### Floorplan with the power grid

Drawn at 8 px/um. Pins as bars on the die edge.
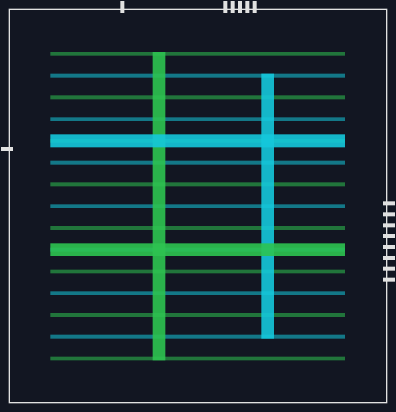
### Cell classes on the final placement

Drawn at 6 px/um. Fill, decap, tap and diode cells in gray.
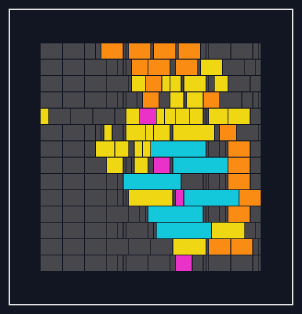
### Clock wires, drivers and flops

Drawn at 12 px/um.
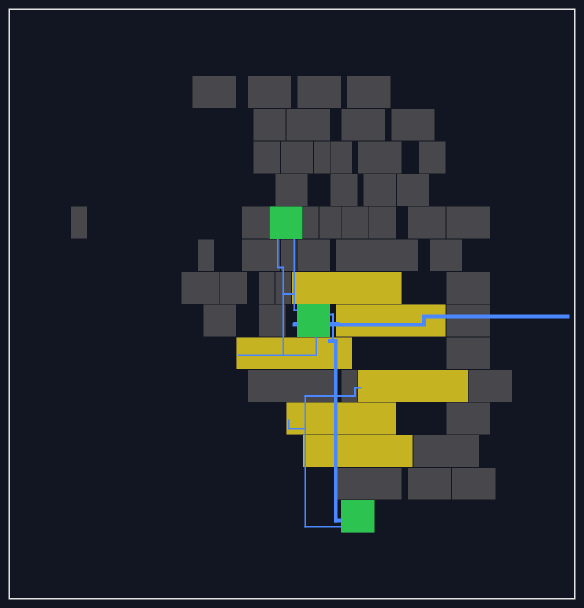
### Wiring by layer

Drawn at 8 px/um. Two of the layers only.
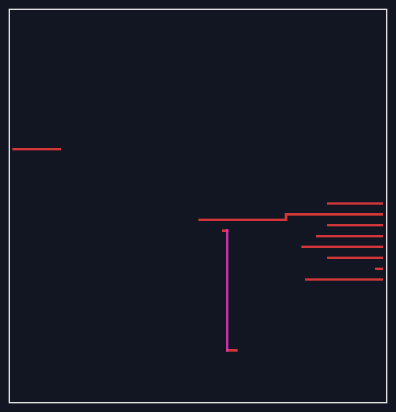
**src/rtl/cc_credit_pkg.sv**
```systemverilog
// Shared helpers for the credit-based link blocks (tx stage and matching rx side).
// Latency: n/a (package only).
// Backpressure: n/a (package only).
//
// The output beat struct depends on module parameters, so each user declares it
// locally as {payload_t data; idx_inp_t idx;}.
package cc_credit_pkg;

  // Width needed to hold values 0..n inclusive.
  function automatic int unsigned cnt_width(input int unsigned n);
    return unsigned'($clog2(n + 1));
  endfunction

endpackage

```
**src/rtl/credit_counter.sv**
```systemverilog
// Credit counter mirroring the free slots at the remote receiver.
// Latency: consume/return update the count on the next clock edge.
// Backpressure: avail_o is purely registered state; consume while avail_o is low is not allowed.
//
// Ports: clk_i/rst_ni (async active-low), clr_i (sync clear to full),
//        consume_i (one credit used), return_i (one credit freed),
//        cnt_o (count), avail_o (count != 0), ovf_o (return at full count, no consume).
module credit_counter import cc_credit_pkg::*; #(
  parameter int unsigned NumCredits = 32'd4,
  parameter int unsigned CntWidth   = cnt_width(NumCredits)
) (
  input  logic                clk_i,
  input  logic                rst_ni,
  input  logic                clr_i,
  input  logic                consume_i,
  input  logic                return_i,
  output logic [CntWidth-1:0] cnt_o,
  output logic                avail_o,
  output logic                ovf_o
);

  localparam logic [CntWidth-1:0] CntMax = CntWidth'(NumCredits);
  localparam logic [CntWidth-1:0] CntOne = CntWidth'(1);

  logic [CntWidth-1:0] cnt_q;
  logic                at_max;

  assign at_max  = (cnt_q == CntMax);
  assign cnt_o   = cnt_q;
  assign avail_o = (cnt_q != '0);
  // A simultaneous consume cancels the return, so that case is not an overflow.
  assign ovf_o   = return_i & ~consume_i & at_max;

  always_ff @(posedge clk_i or negedge rst_ni) begin
    if (!rst_ni) begin
      cnt_q <= CntMax;
    end else if (clr_i) begin
      cnt_q <= CntMax;
    end else if (consume_i && !return_i && avail_o) begin
      cnt_q <= cnt_q - CntOne;
    end else if (return_i && !consume_i && !at_max) begin
      // Saturate: a surplus credit is reported via ovf_o, not counted.
      cnt_q <= cnt_q + CntOne;
    end
  end

endmodule

```
**src/rtl/stream_credit_tx.sv**
```systemverilog
// Credit-gated transmit stage: valid/ready stream in, registered no-backpressure link out.
// Latency: 1 cycle from input handshake to valid_o pulse.
// Backpressure: ready_o = credits available (registered, independent of valid_i); link has none.
//
// Ports: clk_i/rst_ni (async active-low), clr_i (sync clear),
//        data_i/idx_i/valid_i/ready_o (input stream),
//        data_o/idx_o/valid_o (link beat), credit_i (receiver freed a slot),
//        credit_cnt_o (current credits), credit_err_o (sticky overflow).
// Optional: define COMMON_CELLS_CREDIT_TX_ERR_EN to build the sticky overflow flag;
// otherwise credit_err_o is tied low.
module stream_credit_tx import cc_credit_pkg::*; #(
  parameter int unsigned NumInp     = 32'd0,
  parameter int unsigned DataWidth  = 32'd1,
  parameter type         payload_t  = logic [DataWidth-1:0],
  parameter int unsigned NumCredits = 32'd4,
  parameter int unsigned IdxWidth   = (NumInp > 32'd1) ? unsigned'($clog2(NumInp)) : 32'd1,
  parameter type         idx_inp_t  = logic [IdxWidth-1:0],
  parameter int unsigned CntWidth   = cnt_width(NumCredits)
) (
  input  logic                clk_i,
  input  logic                rst_ni,
  input  logic                clr_i,
  input  payload_t            data_i,
  input  idx_inp_t            idx_i,
  input  logic                valid_i,
  output logic                ready_o,
  output payload_t            data_o,
  output idx_inp_t            idx_o,
  output logic                valid_o,
  input  logic                credit_i,
  output logic [CntWidth-1:0] credit_cnt_o,
  output logic                credit_err_o
);

  typedef struct packed {
    payload_t data;
    idx_inp_t idx;
  } beat_t;

  logic  hs;
  logic  ovf;
  logic  valid_q;
  beat_t beat_q;

  assign hs = valid_i & ready_o;

  credit_counter #(
    .NumCredits (NumCredits),
    .CntWidth   (CntWidth)
  ) i_credit_counter (
    .clk_i     (clk_i),
    .rst_ni    (rst_ni),
    .clr_i     (clr_i),
    .consume_i (hs),
    .return_i  (credit_i),
    .cnt_o     (credit_cnt_o),
    .avail_o   (ready_o),
    .ovf_o     (ovf)
  );

  // Payload/index only load on a handshake so the link sees stable data between beats.
  // A handshake during clr_i is dropped (clear wins); the counter is also reset then.
  always_ff @(posedge clk_i or negedge rst_ni) begin
    if (!rst_ni) begin
      valid_q <= 1'b0;
      beat_q  <= '0;
    end else if (clr_i) begin
      valid_q <= 1'b0;
    end else begin
      valid_q <= hs;
      if (hs) begin
        beat_q <= '{data: data_i, idx: idx_i};
      end
    end
  end

  assign valid_o = valid_q;
  assign data_o  = beat_q.data;
  assign idx_o   = beat_q.idx;

`ifdef COMMON_CELLS_CREDIT_TX_ERR_EN
  logic err_q;

  always_ff @(posedge clk_i or negedge rst_ni) begin
    if (!rst_ni) begin
      err_q <= 1'b0;
    end else if (clr_i) begin
      err_q <= 1'b0;
    end else if (ovf) begin
      err_q <= 1'b1;
    end
  end

  assign credit_err_o = err_q;

`ifndef SYNTHESIS
  credit_overflow_check: assert property (
    @(posedge clk_i) disable iff (!rst_ni) !(ovf && !clr_i)
  ) else $error("stream_credit_tx: credit returned while counter already full");
`endif
`else
  logic unused_ovf;
  assign unused_ovf   = ovf;
  assign credit_err_o = 1'b0;
`endif

`ifndef SYNTHESIS
  if (NumInp == 0) begin : g_bad_numinp
    $error("stream_credit_tx: NumInp must be > 0");
  end
  if (NumCredits == 0) begin : g_bad_numcredits
    $error("stream_credit_tx: NumCredits must be > 0");
  end

  input_stable_check: assert property (
    @(posedge clk_i) disable iff (!rst_ni)
    (valid_i && !ready_o) |=> (valid_i && $stable(data_i) && $stable(idx_i))
  ) else $error("stream_credit_tx: input changed while stalled");
`endif

endmodule

```
**config.mk**
```make
export PLATFORM = sky130hd
export DESIGN_NAME = stream_credit_tx
export DESIGN_NICKNAME = d
export VERILOG_FILES = /design/src/rtl/cc_credit_pkg.sv /design/src/rtl/credit_counter.sv /design/src/rtl/stream_credit_tx.sv
export SDC_FILE = /design/constraint.sdc
export NUM_CORES = 1
export LEC_CHECK = 0
export CAP_MARGIN = 15
export CORE_AREA = 5 5 42 44
export DETAILED_ROUTE_END_ITERATION = 8
export DIE_AREA = 0 0 47 49
export GPL_ROUTABILITY_DRIVEN = 0
export PLACE_DENSITY = 0.65
export SYNTH_ARGS = -nofsm -noshare
export SYNTH_HDL_FRONTEND = slang
export SYNTH_SLANG_ARGS = --single-unit
export TNS_END_PERCENT = 50
```
**constraint.sdc**
```tcl
create_clock -name clk_i -period 2 [get_ports clk_i]
set_input_delay 0.3 -clock clk_i [delete_from_list [all_inputs] [get_ports clk_i]]
set_output_delay 0.3 -clock clk_i [all_outputs]
set_load 0.02 [all_outputs]
```
==> COMMIT_EDITMSG <==
Record implementation results from latest flow run

* Largest class: combinational gates
- Fa+ha+maj area frac: 4.97%
- Number of routed nets with antenna violations: 0
- In the final layout, clock buffers and inverters account for 4.38% of the cell area.
* Largest combinational cell category by area: simple AND/OR/NAND/NOR gates
* Final period demand of the worst path: 1.94 ns
- For this design the static power due to leakage is 0.249 nW.
- Area of the multi-input gates: 230 um^2
- Post-synthesis simple-gate area fraction: 23.0%
- Final hold vios: 0
- The top cell types in the final layout, fill and taps aside, are clkdlybuf4s50_1 (13), dfrtp_1 (5), buf_4 (5).
* P_sw: 0.134 mW
- Per report_power, the clock group accounts for 28.4% of the total.
* Wire length of the first global-routing pass: 1490 um
- CTS saw 6 sinks.
- Fin Clk Skew: 0.00372 ns
- GR met3 Demand/Resource: 3.32%
- Switching Share: 31.0%
- Total of max-cap violations: 0
* CTS max path bufs: 2
- TritonCTS built the clock tree.
- The clock network power reported by the tool is 0.123 mW.
- Number of buffers added to fix hold violations after cts: 0
* Most common library cell in the layout ignoring fill and taps: clkdlybuf4s50_1
- Across all register-to-register paths, the minimum setup slack is 0.13 ns.
- The worst register-to-register path begins at i_credit_counter.cnt_o[2]$_DFFE_PN1P_.
- Number of library cell types mapped by synthesis: 25
- In this run the worst path has a maximum fanout of 9.
- IO Pins: 15
- Compared with the post-synthesis result, the final layout area differs by 48.8%.
- The number of nets handed over by synthesis was 47.
* Buffer type at the clock tree root: clkbuf_4
- Largest net degree at the start of global routing: 10
* Worst setup timing slack at the placement stage: 0.00867 ns
- Total global-route track usage: 9.01%
- Final cell count without fillers: 74
* Cell area after placement: 573 um^2
- During tapcell insertion the tool placed 16 well taps.
* Power per cell area: 723 nW/um^2
- Sequential-cell power consumption: 0.150 mW
- For this run, design rule violations remaining after detail routing come to 0.
- Critical path capture point type: primary output
- Number of clock-tree buffers in the layout: 4
- Setup repair after global routing left no endpoint under its margin.
- Outcome: complete, no violations
* Worst path arrival time: 1.64 ns
* Met3 WL post-DR: 78 um
* PortBufs: 13
- Share of total power in combinational logic: 37.0%
- For met1 alone, demand over resource in global routing was 10.8%.
- Counting the warning lines in the Yosys log gives 0.
- After detailed routing, the met2 layer carries 437 um of wire.
- Global routing consumed, on the met2 layer, 13.1% of the routing resources.
- There are 6 flip-flops and latches.
- The final layout report lists a non-clock buffer count of 18.
* Postcts setup bufs: 0
* Slew Viols, Final: 0
* Kind of critical path: reg2out
- The post-route netlist has 22.4% of its cells at a drive strength greater than 1.
- Core Density at Floorplan: 28.7%
- In the synthesis report, Yosys lists the chip area as 403 um^2.
About 'Floorplan with the power grid':
Cyan marks VDD. Green marks VSS.
15 signal pins sit on the boundary. The core has 14 rows.
Die W: 47 um
Worst VDD drop: 0.000194 V
vertical die dimension: 49 um
placeable core area: 1400 um^2

About 'Cell classes on the final placement':
Yellow marks combinational and other logic, cells 30, share of their area 40%. Magenta marks clock drivers and dummy loads, cells 4, share of their area 4.5%. Cyan marks sequential cells, cells 6, share of their area 26%. Orange marks remaining buffers and delay cells, cells 18, share of their area 29%.
share of the core filled with cells: 42.8%
Seq area share: 25.3%
post-route cell area: 599 um^2

About 'Clock wires, drivers and flops':
Green marks clock drivers, count 3. Blue marks clock wires, length 100 um. Yellow marks flip-flops, count 6.
There are 4 routed clock nets.

About 'Wiring by layer':
Red marks metal 3, wire length 78.7 um. Magenta marks metal 4, wire length 15.0 um.
via count: 373
total wire length after detailed routing: 924 um

==> critical path, stage by stage, from the launching register on <==
cell,delay (ns)
dfstp_2,0.62
nor3_2,0.10
inv_1,0.07
clkdlybuf4s50_1,0.60
==> how the worst max path moves through the flow <==
stage | start | endpoint | slack, ns | depth (start not counted)
floorplan | i_credit_counter.cnt_o[1]$_DFFE_PN0P_ | i_credit_counter.cnt_o[1]$_DFFE_PN0P_ | 0.09 | 7
global placement | credit_i | i_credit_counter.cnt_o[1]$_DFFE_PN0P_ | 0.05 | 7
detailed placement | credit_i | i_credit_counter.cnt_o[1]$_DFFE_PN0P_ | 0.009 | 7
CTS | i_credit_counter.cnt_o[2]$_DFFE_PN1P_ | ready_o | 0.06 | 3
global route | i_credit_counter.cnt_o[2]$_DFFE_PN1P_ | ready_o | 0.004 | 3
finish | i_credit_counter.cnt_o[2]$_DFFE_PN1P_ | ready_o | 0.06 | 3
==> Yosys cell counts (all sizes together) <==
| library cell | number | area [um^2] |
|---|---|---|
| a221oi | 1 | 8.76 |
| nor2 | 2 | 7.51 |
| conb | 1 | 3.75 |
| o22ai | 1 | 6.26 |
| a21oi | 2 | 10.0 |
| nor2b | 1 | 6.26 |
| fa | 1 | 20.0 |
| a31oi | 1 | 6.26 |
| buf | 3 | 17.5 |
| nand2b | 3 | 18.8 |
| dfrtp | 5 | 125 |
| inv | 1 | 3.75 |
| o221ai | 1 | 8.76 |
| mux2i | 2 | 20.0 |
| or2 | 1 | 6.26 |
| a211oi | 2 | 15.0 |
| nor3 | 1 | 10.0 |
| mux2 | 2 | 30.0 |
| nor4 | 1 | 6.26 |
| o31a | 1 | 8.76 |
| dfstp | 1 | 26.3 |
| nor3b | 2 | 26.3 |
| nand2 | 3 | 11.3 |
No activity file was given, so power comes from the tool's default toggle rates.
